File: config.mk
export PLATFORM = sky130hd
export DESIGN_NAME = rd_burst_ctrl
export DESIGN_NICKNAME = d
export VERILOG_FILES = /design/src/rtl/rd_burst_pkg.sv /design/src/rtl/rd_burst_ctrl.sv
export SDC_FILE = /design/constraint.sdc
export NUM_CORES = 1
export LEC_CHECK = 0
export CAP_MARGIN = 20
export CORE_MARGIN = 2
export CORE_UTILIZATION = 45
export DETAILED_ROUTE_END_ITERATION = 8
export GPL_ROUTABILITY_DRIVEN = 0
export HOLD_SLACK_MARGIN = 0.08
export PLACE_DENSITY = 0.81
export SKIP_CTS_REPAIR_TIMING = 1
export SLEW_MARGIN = 20
export SYNTH_ARGS = -nofsm -noshare
export SYNTH_HDL_FRONTEND = slang
export SYNTH_SLANG_ARGS = --single-unit
export TNS_END_PERCENT = 100
File: constraint.sdc
create_clock -name ddr_clk -period 3.8 [get_ports ddr_clk]
set_input_delay 0.38 -clock ddr_clk [delete_from_list [all_inputs] [get_ports ddr_clk]]
set_output_delay 0.38 -clock ddr_clk [all_outputs]
set_load 0.005 [all_outputs]
File: src/rtl/rd_burst_pkg.sv
// Shared definitions for the DDR read-burst engine: FSM state encoding and
// AXI length field width.
package rd_burst_pkg;

  localparam int ARLEN_W = 8;

  typedef enum logic [1:0] {
    ST_IDLE = 2'd0,
    ST_ADDR = 2'd1,
    ST_DATA = 2'd2,
    ST_DONE = 2'd3
  } state_t;

endpackage

File: src/rtl/rd_burst_ctrl.sv
// Read-burst engine: splits one line request into AXI4 read bursts of at most
// MAX_BURST beats and forwards the returned beats, pulsing ddr_rdone at the end.
//
// state   | meaning
// --------+------------------------------------------------------------
// ST_IDLE | ddr_rrdy high, waiting for ddr_rreq
// ST_ADDR | axi_arvalid high, address/length held until axi_arready
// ST_DATA | axi_rready high while beats of the current burst remain
// ST_DONE | final beat forwarded, ddr_rdone high for one cycle
module rd_burst_ctrl
  import rd_burst_pkg::*;
#(
  parameter int ADDR_WIDTH = 27,
  parameter int LEN_WIDTH  = 16,
  parameter int DQ_WIDTH   = 16,
  parameter int MAX_BURST  = 16
) (
  input  logic                    ddr_clk,
  input  logic                    ddr_rstn,
  input  logic                    ddr_rreq,
  input  logic [ADDR_WIDTH-1:0]   ddr_raddr,
  input  logic [LEN_WIDTH-1:0]    ddr_rd_len,
  output logic                    ddr_rrdy,
  output logic                    ddr_rdone,
  output logic [8*DQ_WIDTH-1:0]   ddr_rdata,
  output logic                    ddr_rdata_en,
  output logic [ADDR_WIDTH-1:0]   axi_araddr,
  output logic [ARLEN_W-1:0]      axi_arlen,
  output logic                    axi_arvalid,
  input  logic                    axi_arready,
  input  logic [8*DQ_WIDTH-1:0]   axi_rdata,
  input  logic                    axi_rvalid,
  input  logic                    axi_rlast,
  output logic                    axi_rready,
  output logic                    err_rlast
);

  localparam int BCNT_W = $clog2(MAX_BURST + 1);
  localparam logic [LEN_WIDTH-1:0] MAXB = LEN_WIDTH'(MAX_BURST);

  state_t                  r_state;
  logic [ADDR_WIDTH-1:0]   r_cur_addr;
  logic [LEN_WIDTH-1:0]    r_remain;
  logic [LEN_WIDTH-1:0]    r_blen;
  logic [BCNT_W-1:0]       r_beat_cnt;
  logic                    r_rrdy;
  logic                    r_rdone;
  logic [8*DQ_WIDTH-1:0]   r_rdata;
  logic                    r_rdata_en;
  logic [ARLEN_W-1:0]      r_arlen;
  logic                    r_arvalid;
  logic                    r_rready;
  logic                    r_err_rlast;

  logic                    w_beat;
  logic                    w_last_beat;
  logic [LEN_WIDTH-1:0]    w_remain_dec;
  logic [LEN_WIDTH-1:0]    w_req_blen;
  logic [LEN_WIDTH-1:0]    w_next_blen;
  logic [ADDR_WIDTH-1:0]   w_next_addr;

  assign w_beat       = axi_rvalid & r_rready;
  assign w_last_beat  = (r_beat_cnt == BCNT_W'(1));
  assign w_remain_dec = r_remain - LEN_WIDTH'(1);
  assign w_req_blen   = (ddr_rd_len < MAXB) ? ddr_rd_len : MAXB;
  assign w_next_blen  = (w_remain_dec < MAXB) ? w_remain_dec : MAXB;
  // Plain modulo wrap; bursts are never split at any address boundary.
  assign w_next_addr  = r_cur_addr + ADDR_WIDTH'(r_blen);

  always_ff @(posedge ddr_clk) begin
    if (!ddr_rstn) begin
      r_state     <= ST_IDLE;
      r_cur_addr  <= '0;
      r_remain    <= '0;
      r_blen      <= '0;
      r_beat_cnt  <= '0;
      r_rrdy      <= 1'b1;
      r_rdone     <= 1'b0;
      r_rdata     <= '0;
      r_rdata_en  <= 1'b0;
      r_arlen     <= '0;
      r_arvalid   <= 1'b0;
      r_rready    <= 1'b0;
      r_err_rlast <= 1'b0;
    end else begin
      r_rdata_en <= w_beat;
      if (w_beat) begin
        r_rdata <= axi_rdata;
        if (axi_rlast != w_last_beat) r_err_rlast <= 1'b1;
      end

      case (r_state)
        ST_IDLE: begin
          if (ddr_rreq) begin
            r_cur_addr <= ddr_raddr;
            r_remain   <= ddr_rd_len;
            r_rrdy     <= 1'b0;
            if (ddr_rd_len != '0) begin
              r_state   <= ST_ADDR;
              r_arvalid <= 1'b1;
              r_blen    <= w_req_blen;
              r_arlen   <= ARLEN_W'(w_req_blen - LEN_WIDTH'(1));
            end else begin
              r_state <= ST_DONE;
              r_rdone <= 1'b1;
            end
          end
        end
        ST_ADDR: begin
          if (axi_arready) begin
            r_arvalid  <= 1'b0;
            r_rready   <= 1'b1;
            r_beat_cnt <= BCNT_W'(r_blen);
            r_state    <= ST_DATA;
          end
        end
        ST_DATA: begin
          // beat_cnt==0 here is the one-cycle wait for the last registered beat.
          if (r_beat_cnt == '0) begin
            r_state <= ST_DONE;
            r_rdone <= 1'b1;
          end else if (w_beat) begin
            r_beat_cnt <= r_beat_cnt - BCNT_W'(1);
            r_remain   <= w_remain_dec;
            if (w_last_beat) begin
              r_cur_addr <= w_next_addr;
              r_rready   <= 1'b0;
              if (w_remain_dec != '0) begin
                r_state   <= ST_ADDR;
                r_arvalid <= 1'b1;
                r_blen    <= w_next_blen;
                r_arlen   <= ARLEN_W'(w_next_blen - LEN_WIDTH'(1));
              end
            end
          end
        end
        ST_DONE: begin
          r_rdone <= 1'b0;
          r_rrdy  <= 1'b1;
          r_state <= ST_IDLE;
        end
        default: r_state <= ST_IDLE;
      endcase
    end
  end

  assign ddr_rrdy     = r_rrdy;
  assign ddr_rdone    = r_rdone;
  assign ddr_rdata    = r_rdata;
  assign ddr_rdata_en = r_rdata_en;
  assign axi_araddr   = r_cur_addr;
  assign axi_arlen    = r_arlen;
  assign axi_arvalid  = r_arvalid;
  assign axi_rready   = r_rready;
  assign err_rlast    = r_err_rlast;

endmodule

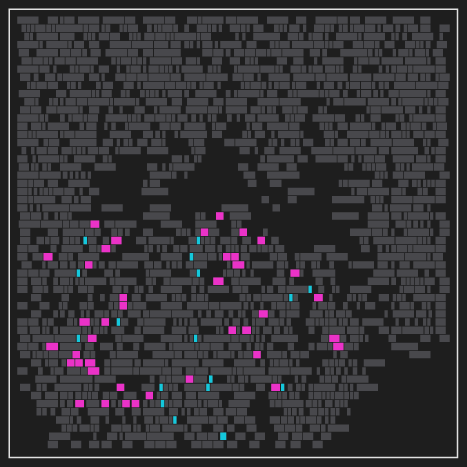
Fig. 1. Selected gate families (run 1).
Scale: 3 px per um.
| family | colour | cells |
|---|---|---|
| inv cells | cyan | 17 |
| non-inverting ao/oa cells | magenta | 40 |

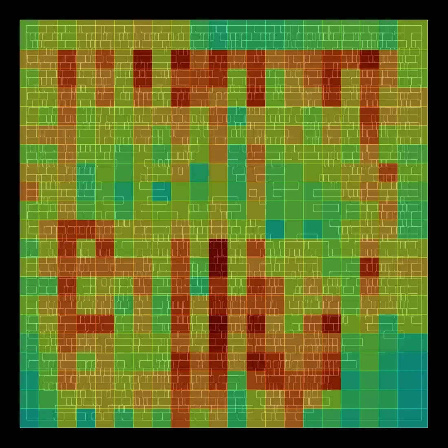
Fig. 2. Track usage over the die (run 1).
met1 Usage GRT: 33.7%
M3 GR Usage: 6.33%
overall global routing resource usage: 25.9%
fin util: 66.3%

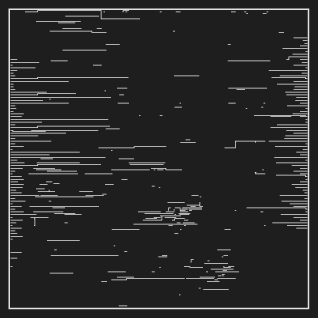
Fig. 3. The metal 3 layer (run 1).
Scale: 2 px per um.
share of all routed wire: 8.4%
main direction: horizontal
wire length on this layer: 2570 um
longest straight run: 49.9 um

-- run 1: placed cells by master, fill, tap and decap left out, drive strengths merged, types with 6 or more instances in the layout --
cell type,count
nand2b,8
inv,18
xnor2,9
nor4,11
o21a,10
xor2,6
a31oi,6
nor3,20
o22ai,8
and3,9
a21o,11
and2,16
nand4,8
dfxtp,208
nand2,332
nand3,22
clkdlybuf4s50,345
o21ai,41
a311oi,11
clkbuf,32
buf,14
ha,22
a21oi,195
nor2,72
a211oi,11
-- run 1: flip-flops by register name (all words and copies together) (netlist names), 2 cells and up --
name	cells
axi_araddr	27
axi_arlen	8
ddr_rdata	128
r_beat_cnt	5
r_blen	16
r_remain	16
r_state	2
-- run 1: kinds of logic (layout without fill, tap and decap cells) --
group	count (synthesis)	after routing	synth area share, %
xor+xnor	15	15	1.39
simple gates	535	535	25.0
fa+ha+maj	23	23	3.13
compound gates	340	340	21.5
buf+inv	107	416	4.48
flops	208	208	44.1
mux	4	4	0.424
-- run 1: worst paths after layout --
check,slack (ps),endpoint,depth (start not counted)
min reg2reg,450,ddr_rdata[89],2
max reg2reg,330,axi_araddr[22],11
min,420,ddr_rdata[0],3
max,330,axi_araddr[22],11
-- run 1: power by group --
group / switching [mW] / internal [mW]
logic: 0.476 / 0.497
clock network: 0.897 / 1.43
registers: 0.103 / 2.28
-- run 1: through the flow --
step / power [mW] / hold slack, ps / utilization, % / worst slack (ps)
CTS: 5.71 / 396 / 66.3 / 303
detailed placement: 3.39 / 446 / 62.5 / 319
global route: 5.89 / 411 / 66.3 / 72.7
floorplan: 2.90 / 434 / - / 816
finish: 5.68 / 419 / 66.3 / 325
global placement: 3.37 / 441 / 62.5 / 485
-- run 1: layer usage --
layer / part of all wire, % / track usage, %
met1: 41 / 33.7
met2: 47 / 41.9
met3: 8.4 / 6.33
met4: 3.5 / 9.24
met5: 0 / 0
-- run 1: final cells by class --
type	instances	share of cell area, %
clock buffer	32	4.85
clock inverter	8	0.879
inverter	17	0.480
multi-input combinational	917	35.4
sequential	208	30.1
tap	275	2.49
timing repair buffer	359	25.8
-- run 1: worst register-to-register path: stages, from the launching register on --
cell,delay (ps)
dfxtp_1,380
ha_1,200
inv_1,70
fa_1,380
nor2b_1,150
o21ai_0,110
a21boi_0,390
o22ai_1,190
o21ai_0,560
a41o_1,470
a41oi_1,170
o31a_1,300
==> flow_metrics.py, run 1 <==
# Generated from Yosys and OpenROAD reports
metrics = {
    "status": {
        "status": "complete, no violations",
    },
    "clock_tree": {
        "numCtsBuffers": 23,
        "clock-sinks": 208,
        "cts_buffer_depth": 3,
        "cts_root_buffer": "clkbuf_16",
    },
    "routing": {
        "wl_per_cell_um": 16.9,
        "via_per_inst": 5.43,
        "vias": 9869,
        "first_iter_violations": 715,
    },
    "finish": {
        "fill_cells": 1708,
        "nets": 1726,
        "drive_gt1_share_pct": 4.80,
        "final_area_sq_um": 13800,
    },
    "logic_synthesis": {
        "netlist_instances": 1232,
        "common_cells": "nand2_1, dfxtp_1, a21oi_1",
        "numSynthFlops": 208,
        "top_area_cell": "dfxtp_1",
        "syn-cell-area_sq_um": 9450,
        "synth.most_common_cell": "nand2_1",
        "synthArstFlopShare_pct": 0,
        "fp_nets": 1432,
        "avgSynthCellArea_sq_um": 7.67,
        "ys_types": 67,
    },
    "grt": {
        "antenna_found_initial": 0,
        "grt-ovfl-total": 0,
    },
    "critical_path": {
        "crit_top_cell": "o21ai_0",
        "crit_buf_inv": 1,
        "required_ps": 4190,
        "critPathSlowestCell": "o21ai_0",
        "end_kind": "flip-flop",
        "worstSetupStartpoint": "r_blen[0]",
        "critPathTopFamily": "AND-OR/OR-AND gates",
        "cp-start-kind": "flip-flop",
    },
    "timing": {
        "grt_setup_unrepaired": "false",
        "setup_violations": 0,
        "finalHoldViolations": 0,
        "relSlewSlack_pct": 38.8,
        "drv_slew": 0,
        "worst_slew_pin_slew_ps": 918,
    },
    "die": {
        "rows": 53,
    },
    "flow_run": {
        "warnings": 31,
        "drv_cap": 0,
    },
    "pwr": {
        "power.leakage_nw": 5.03,
    },
    "placed_design": {
        "placed_area_sq_um": 13000,
    },
    "min_path": {
        "min_from": "axi_rdata[0]",
    },
}
==> run 1 -> run 2 <==
--- a/config.mk
+++ b/config.mk
@@ -5,6 +5,7 @@
 export SDC_FILE = /design/constraint.sdc
 export NUM_CORES = 1
 export LEC_CHECK = 0
+export ABC_AREA = 1
 export CAP_MARGIN = 20
 export CORE_MARGIN = 2
 export CORE_UTILIZATION = 45
==> flow_metrics.py, run 2 <==
# Generated from Yosys and OpenROAD reports
metrics = {
    "critical_path": {
        "critPathSlowestCell": "dfxtp_1",
        "crit_top_cell": "inv_2",
        "cp-start-kind": "flip-flop",
        "reg2reg_depth": 13,
        "rrSetupSlack_ps": 790,
        "crit_buf_inv": 5,
        "critPathTopFamily": "buffers and inverters",
        "required_ps": 4200,
    },
    "placed_design": {
        "post-place-ws_ps": 311,
    },
    "timing": {
        "setup_violations": 0,
        "finalHoldViolations": 0,
        "drv_slew": 0,
        "grt_setup_unrepaired": "false",
        "worst_slew_pin_slew_ps": 1090,
        "relSlewSlack_pct": 27.6,
    },
    "logic_synthesis": {
        "common_cells": "nor2_1, dfxtp_1, o21ai_0",
        "avgSynthCellArea_sq_um": 7.04,
        "simple_gate_area_share_pct": 27.4,
        "synthAdderAreaFrac_pct": 3.10,
        "syn-cell-area_sq_um": 9530,
        "synth.most_common_cell": "nor2_1",
        "mux_area_share_pct": 0,
        "ys_types": 46,
        "logic_family": "simple AND/OR/NAND/NOR gates",
        "top_area_cell": "dfxtp_1",
        "netlist_instances": 1353,
        "synthArstFlopShare_pct": 0,
        "fp_nets": 1553,
        "xor_area_share_pct": 1.38,
    },
    "finish": {
        "lay_top_cells": "nor2_1, clkdlybuf4s50_1, dfxtp_1, o21ai_0, nand2_1",
        "fin_util_pct": 66.5,
        "final_area_sq_um": 13900,
        "nets": 1860,
    },
    "routing": {
        "first_iter_violations": 589,
        "wl_met2_um": 15000,
        "top_layer": "met5",
        "met3_length_um": 2620,
    },
    "grt": {
        "grt-ovfl-total": 0,
        "antenna_found_initial": 3,
        "grt_usage_pct": 26.8,
    },
    "min_path": {
        "min_delay_path_depth": 3,
        "min_from": "ddr_rstn",
    },
    "clock_tree": {
        "cts_buffer_depth": 3,
        "numCtsBuffers": 24,
    },
    "status": {
        "status": "complete, no violations",
    },
    "pwr": {
        "power.leakage_nw": 5.35,
    },
    "flow_run": {
        "drv_cap": 0,
    },
}
[run 2: netlist changes by cell type after synthesis, sizes merged, moves of 14 or more]
cell / previous run / this run
a21oi: 195 / 97
nand2: 332 / 184
nor2: 72 / 361
nand3: 22 / 49
and2: 16 / 2
inv: 17 / 78
o21ai: 41 / 199
[run 2: logic make-up after synthesis]
| kind of cell | Yosys count |
|---|---|
| xor+xnor | 15 |
| compound gates | 328 |
| flops | 208 |
| fa+ha+maj | 23 |
| simple gates | 628 |
| buf+inv | 151 |
[run 2: final cells by class]
type,instances,area (sq um)
inverters,80,303
repair buffers,352,3520
diodes,1,2.50
multi-input cells,994,4790
clock buffers,35,713
flip-flops and latches,208,4160
well taps,275,344
clock inverters,5,52.6
fillers,1799,7010
[run 2: worst max-delay path by stage]
stage          slack [ps]          start  cells after the start        endpoint
2_1_floorplan        1440  axi_araddr[0]                     15  axi_araddr[24]
3_3_place_gp          370     axi_rvalid                     14    axi_arlen[2]
3_5_place_dp          310     axi_rvalid                     14    axi_arlen[2]
4_1_cts               780     axi_rready                     13    axi_arlen[2]
5_1_grt               500     axi_rready                     13    axi_arlen[2]
6_report              790     axi_rready                     13    axi_arlen[2]
[run 2: per-layer routing]
layer  GRT usage, %  vias to the layer above
met5              0                        -
met3           8.23                       75
met4           9.57                        2
met2           45.1                      378
li1               -                     5047
met1           32.3                     4466
[run 2: power by group]
part           total, mW  internal [mW]  leakage, nW  switching [mW]
Combinational       3.36           1.47         3.28            1.89
Sequential          3.01           2.62         1.69           0.386
Clock               2.24           1.36        0.376           0.888
[run 2: worst register-to-register path: stages (launching register included)]
cell and delay [ps]:
dfxtp_1 400, nand2_4 140, inv_4 260, nor2_2 120, a21oi_4 380, inv_2 240
nor2_4 140, inv_2 230, a21oi_4 220, nand2_4 150, inv_2 320, nand2_1 120
o21ai_2 130, inv_2 40
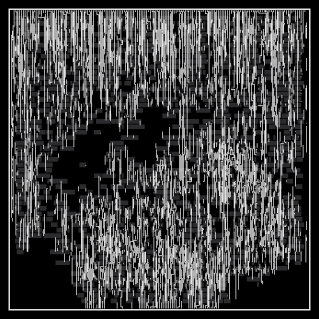
Fig. 4. Metal 2 (run 2).
Scale: 2 px per um.
longest straight run: 54.9 um
nets with wire on the layer: 1460
total number of vias: 9968
Global Route met2 Usage: 45.1%
Total Wirelength: 31500 um

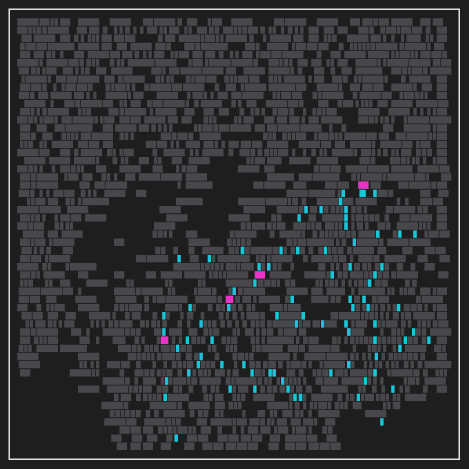
Fig. 5. Selected gate families (run 2).
Scale: 3 px per um.
| family | colour | cells |
|---|---|---|
| non-inverting ao/oa cells | magenta | 4 |
| inv cells | cyan | 80 |
most numerous logic cell after layout: nor2_1
fin cells: 1950
logic share of the area: 34.5%

No activity file was given, so power comes from the tool's default toggle rates.
